===== src/rtl/hs_rand_staller.sv =====
// hs_rand_staller: LFSR-driven stall/burst injector for a rdy/ack handshake channel.
// Withholds the handshake only between transfers, so a presented beat is never withdrawn.
module hs_rand_staller #(
   parameter int          DATA_W    = 32,
   parameter int          STALL_MIN = 0,
   parameter int          STALL_MAX = 4,
   parameter int          BURST_MIN = 1,
   parameter int          BURST_MAX = 3,
   parameter logic [31:0] SEED      = 32'h1,
   parameter int          CNT_W     = 16
) (
   input  logic              clk,
   input  logic              rstn,
   input  logic              en,
   input  logic              in_rdy,
   output logic              in_ack,
   input  logic [DATA_W-1:0] in_data,
   output logic              out_rdy,
   input  logic              out_ack,
   output logic [DATA_W-1:0] out_data,
   output logic [CNT_W-1:0]  stat_xfers,
   output logic [CNT_W-1:0]  stat_stalls
);
   if (SEED == 32'd0 || STALL_MIN < 0 || STALL_MAX < STALL_MIN || STALL_MAX > 65535 ||
       BURST_MIN < 1 || BURST_MAX < BURST_MIN || BURST_MAX > 65535) begin : g_bad_param
      $error("hs_rand_staller: illegal parameter set");
   end

   typedef enum logic {PASS, STALL} state_t;

   localparam logic [16:0] SR   = 17'(STALL_MAX - STALL_MIN + 1);
   localparam logic [16:0] BR   = 17'(BURST_MAX - BURST_MIN + 1);
   localparam logic [16:0] SMIN = 17'(STALL_MIN);
   localparam logic [16:0] BMIN = 17'(BURST_MIN);

   state_t      state, state_n;
   logic [15:0] scnt, scnt_n, bcnt, bcnt_n, bcnt_e, s_draw, b_draw;
   logic [16:0] s_mod, b_mod;
   logic [31:0] lfsr;
   logic        en_q, xfer, smp, rise, fall;

   assign out_rdy  = (state == PASS) & in_rdy;
   assign in_ack   = (state == PASS) & out_ack;
   assign out_data = in_data;
   assign xfer     = out_rdy & out_ack;
   // en may only change between beats, never while one is waiting
   assign smp      = ~in_rdy | xfer;
   assign rise     = smp & en & ~en_q;
   assign fall     = smp & ~en & en_q;

   always_comb begin
      s_mod  = (SR == 17'd1) ? 17'd0 : {1'b0, lfsr[15:0]} % SR;
      b_mod  = (BR == 17'd1) ? 17'd0 : {1'b0, lfsr[31:16]} % BR;
      s_draw = 16'(SMIN + s_mod);
      b_draw = 16'(BMIN + b_mod);
   end

   always_comb begin
      state_n = state;
      scnt_n  = scnt;
      bcnt_n  = bcnt;
      bcnt_e  = rise ? b_draw : bcnt;
      if (fall)
         state_n = PASS;
      else if (en_q || rise || state == STALL) begin
         if (state == STALL) begin
            scnt_n  = scnt - 16'd1;
            bcnt_n  = bcnt_e;
            state_n = (scnt == 16'd1) ? PASS : STALL;
         end else if (xfer && bcnt_e == 16'd1) begin
            bcnt_n  = b_draw;
            scnt_n  = s_draw;
            state_n = (s_draw == 16'd0) ? PASS : STALL;
         end else
            bcnt_n = xfer ? bcnt_e - 16'd1 : bcnt_e;
      end
   end

   always_ff @(posedge clk or negedge rstn)
      if (!rstn) begin
         state       <= (STALL_MAX == 0) ? PASS : STALL;
         scnt        <= 16'(STALL_MAX);
         bcnt        <= 16'(BURST_MAX);
         lfsr        <= SEED;
         en_q        <= 1'b0;
         stat_xfers  <= '0;
         stat_stalls <= '0;
      end else begin
         state <= state_n;
         scnt  <= scnt_n;
         bcnt  <= bcnt_n;
         lfsr  <= lfsr[0] ? (lfsr >> 1) ^ 32'h80200003 : lfsr >> 1;
         en_q  <= smp ? en : en_q;
         if (xfer && !(&stat_xfers))
            stat_xfers <= stat_xfers + 1'b1;
         if (state == STALL && in_rdy && !(&stat_stalls))
            stat_stalls <= stat_stalls + 1'b1;
      end
endmodule


===== config.mk =====
export PLATFORM = sky130hd
export DESIGN_NAME = hs_rand_staller
export DESIGN_NICKNAME = d
export VERILOG_FILES = /design/src/rtl/hs_rand_staller.sv
export SDC_FILE = /design/constraint.sdc
export NUM_CORES = 1
export LEC_CHECK = 0
export CELL_PAD_IN_SITES_DETAIL_PLACEMENT = 1
export CELL_PAD_IN_SITES_GLOBAL_PLACEMENT = 1
export CORE_MARGIN = 5
export CORE_UTILIZATION = 41
export DETAILED_ROUTE_END_ITERATION = 16
export PLACE_DENSITY = 0.9
export SYNTH_ARGS = -nofsm -noshare
export SYNTH_HDL_FRONTEND = slang
export SYNTH_SLANG_ARGS = --single-unit

===== constraint.sdc =====
create_clock -name clk -period 13.8 [get_ports clk]
set_clock_uncertainty 0.2 [all_clocks]
set_input_delay 2.76 -clock clk [delete_from_list [all_inputs] [get_ports clk]]
set_output_delay 2.76 -clock clk [all_outputs]
set_load 0.1 [all_outputs]

Figure 1. A small window of the routed layout.
Region (73, 73) to (113, 113) um. Cells in gray, sequential cells in the stronger gray; small squares are vias.
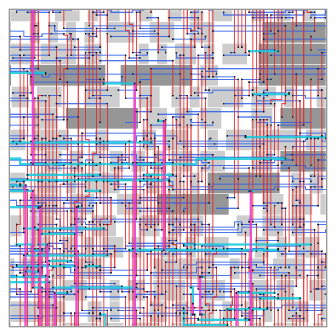
magenta -> met4
blue -> met1
red -> met2
cyan -> met3
sequential cells in the window = 10
cells with their middle in the window = 129
most frequent = nor2_1 (15), a21oi_1 (12)
netlist names of flops here include = lfsr (6), scnt (3)

Figure 2. Clock distribution.
The bar under the picture is 50 um long.
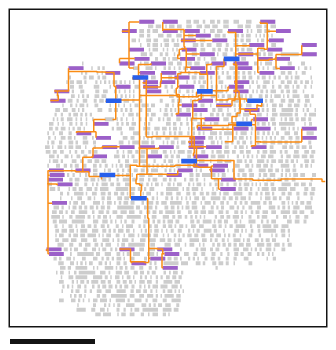
blue -> cells driving clock nets  # count 9
purple -> flip-flops  # count 98
orange -> clock wires  # length 1,630 um
routed clock nets = 10

==> metrics.log <==
[flow] final metrics
INFO  metric finalWorstPathRequiredPeriod = roughly 14,000 ps
INFO  metric mappedNetlistArea = 0.01256 sq mm
INFO  metric die_h = 185.0 um
INFO  metric layout_top_cell_excl_fill_tap = sky130_fd_sc_hd__nand2_1
INFO  metric power.density = roughly 59 mW/mm^2
INFO  metric synthArstFlopShare = 1.000
INFO  metric htree_num_levels = 3
INFO  metric grtUsageTotal = 0.2427
INFO  metric dieWidth = roughly 190 um
INFO  metric first_global_vias = roughly 14,000
INFO  metric antenna-diode-count = 0
INFO  metric route.detailed.wl_per_inst = approximately 22 um
INFO  metric cpMostUsedCell = sky130_fd_sc_hd__buf_4
INFO  metric fin_cells = slightly above 2,000
INFO  metric slew-limit-headroom = 0.2252
INFO  metric grt_max_degree = roughly 74
INFO  metric status = finished clean
INFO  metric core_area = between 0.03 and 0.04 sq mm
INFO  metric hp-class = flip-flop to flip-flop
INFO  metric cts_inserted_buffers = 9
INFO  metric tritoncts = done
INFO  metric worstPathBufferInverterCount = 8
INFO  metric warnings = 32
INFO  metric synthesized_netlist_cell_count = about 1,700
INFO  metric floorplan.rows = about 64
INFO  metric max_clock_freq = roughly 0.074 GHz
INFO  metric top_area_frac = 0.1853
INFO  metric final-hold-violation-count = 0
INFO  metric critical_path.top_delay_family = AND-OR/OR-AND gates
INFO  metric power.ir.vdd_worst = 0.05999 mV
INFO  metric cts.path.max_buffers = 2
INFO  metric crit_path_max_fanout = 25
INFO  metric final_layout_top_logic_cells = sky130_fd_sc_hd__nand2_1, sky130_fd_sc_hd__nor2_1, sky130_fd_sc_hd__a21oi_1
INFO  metric io_buffer_count = 38
INFO  metric fp_nets = ~1,700
INFO  metric antenna_violating_nets_post_route = 0
INFO  metric hold_path_depth = 0
INFO  metric worst_hold_path.endpoint = lfsr[31]
INFO  metric first_pass_iters = 5
INFO  metric nets = between 1,500 and 2,000
INFO  metric yosysTopAreaCell = sky130_fd_sc_hd__dfrtp_1
INFO  metric worst-slew-pin-transition = ~1200 ps
INFO  metric critPathMaxStageDelay = between 500 and 600 ps
INFO  metric dpl_cell_area = 0.01337 sq mm
INFO  metric chip_area = 0.03424 sq mm
INFO  metric cp_num_cells = around 48
INFO  metric post_synth.cell_area_avg = roughly 7.6 sq um
INFO  metric gr-total-overflow = 0
INFO  metric cp.required = between 10,000 and 15,000 ps
INFO  metric leakage = between 5 and 6 nW
INFO  metric worstHoldStart = lfsr[0]
INFO  metric path_clk_slew = around 80 ps
INFO  metric detail_route.wirelength.met1 = 18.93 mm
INFO  metric synth_warn = 0
INFO  metric met2WireLength = around 23 mm
INFO  metric slew_viol_final = 0
INFO  metric drt-initial-drc-count = between 1,000 and 1,500
INFO  metric clock_tree_root = sky130_fd_sc_hd__clkbuf_16
INFO  metric arrival_time_reported_for_the_critical_path_endpoint = between 10,000 and 15,000 ps
INFO  metric cts.sinks = approximately 98
INFO  metric finalSetupViolCount = 0
INFO  metric combGateArea = approximately 0.0097 sq mm
INFO  metric finish.instance_area = approximately 0.014 sq mm
INFO  metric routed-via-count = 13,934
INFO  metric grt_first_pass_wirelength = ~71 mm
INFO  metric dp_hpwl = 31.25 mm
INFO  metric worst_setup_path_start_kind = flip-flop
INFO  metric post-synth-top-count-cell = sky130_fd_sc_hd__nand2_1
INFO  metric area_growth = 12.65%
INFO  metric synth.distinct_cells = ~130
INFO  metric avgViaCountPerCell = approximately 6.7
## state kept, by name (all words and copies together) (netlist names)
signal / flops
lfsr: 32
state: 1
bcnt: 16
scnt: 16
stat_xfers: 16
en_q: 1
stat_stalls: 16
## power by group
part,internal [mW],switching (mW),leakage (nW)
Sequential,0.312,0.0247,1.31
Clock,0.147,0.140,0.153
Combinational,0.0635,0.151,4.24
## metal layers
| metal | GRT usage | up-vias |
|---|---|---|
| li1 | - | 6281 |
| met5 | 0 | - |
| met1 | 0.3074 | 6902 |
| met3 | 0.03044 | 158 |
| met2 | 0.4307 | 593 |
| met4 | 0.07457 | 0 |
## stage by stage
stage,hold slack [ps],worst slack (ps),setup TNS [ps]
6_report,280.0,288.4,0
5_1_grt,280.3,-377.6,-7826
4_1_cts,276.3,60.20,0
3_5_place_dp,265.2,-43.86,-116.6
3_3_place_gp,263.2,553.2,0
2_1_floorplan,148.7,862.9,0
## worst max path at each step
stage	from	endpoint	slack [ps]
after floorplan	lfsr[30]	bcnt[6]	860
after global placement	lfsr[31]	scnt[11]	550
after detailed placement	lfsr[31]	scnt[14]	-40
after CTS	lfsr[31]	scnt[2]	60
after global routing	lfsr[17]	scnt[11]	-380
final	lfsr[30]	scnt[11]	290
## area by class of cell
type,instances,share of cell area
clock buffer,9,0.01592
timing repair buffer,120,0.07136
clock inverter,7,0.006632
tap,396,0.03502
sequential,98,0.1738
multi-input combinational,1397,0.6846
inverter,48,0.01273
## kinds of logic (layout without fill, tap and decap cells)
group	count (synthesis)	in the layout	synth area share
AND/OR/NAND/NOR	673	673	0.2850
adder cells (fa/ha/maj)	19	19	0.01833
buffers and inverters	156	184	0.06226
flip-flops	98	98	0.1957
XOR/XNOR	99	99	0.07023
AND-OR/OR-AND	564	564	0.3320
multiplexers	42	42	0.03646
## repair_timing
item | in CTS | in global routing
setup endpoints to repair | 19 | 33
pin swaps | 1 | 10
setup buffers | 3 | 9
resized | 15 | 50
hold buffers | 0 | 0
Power is estimated from default activity; no workload was simulated.
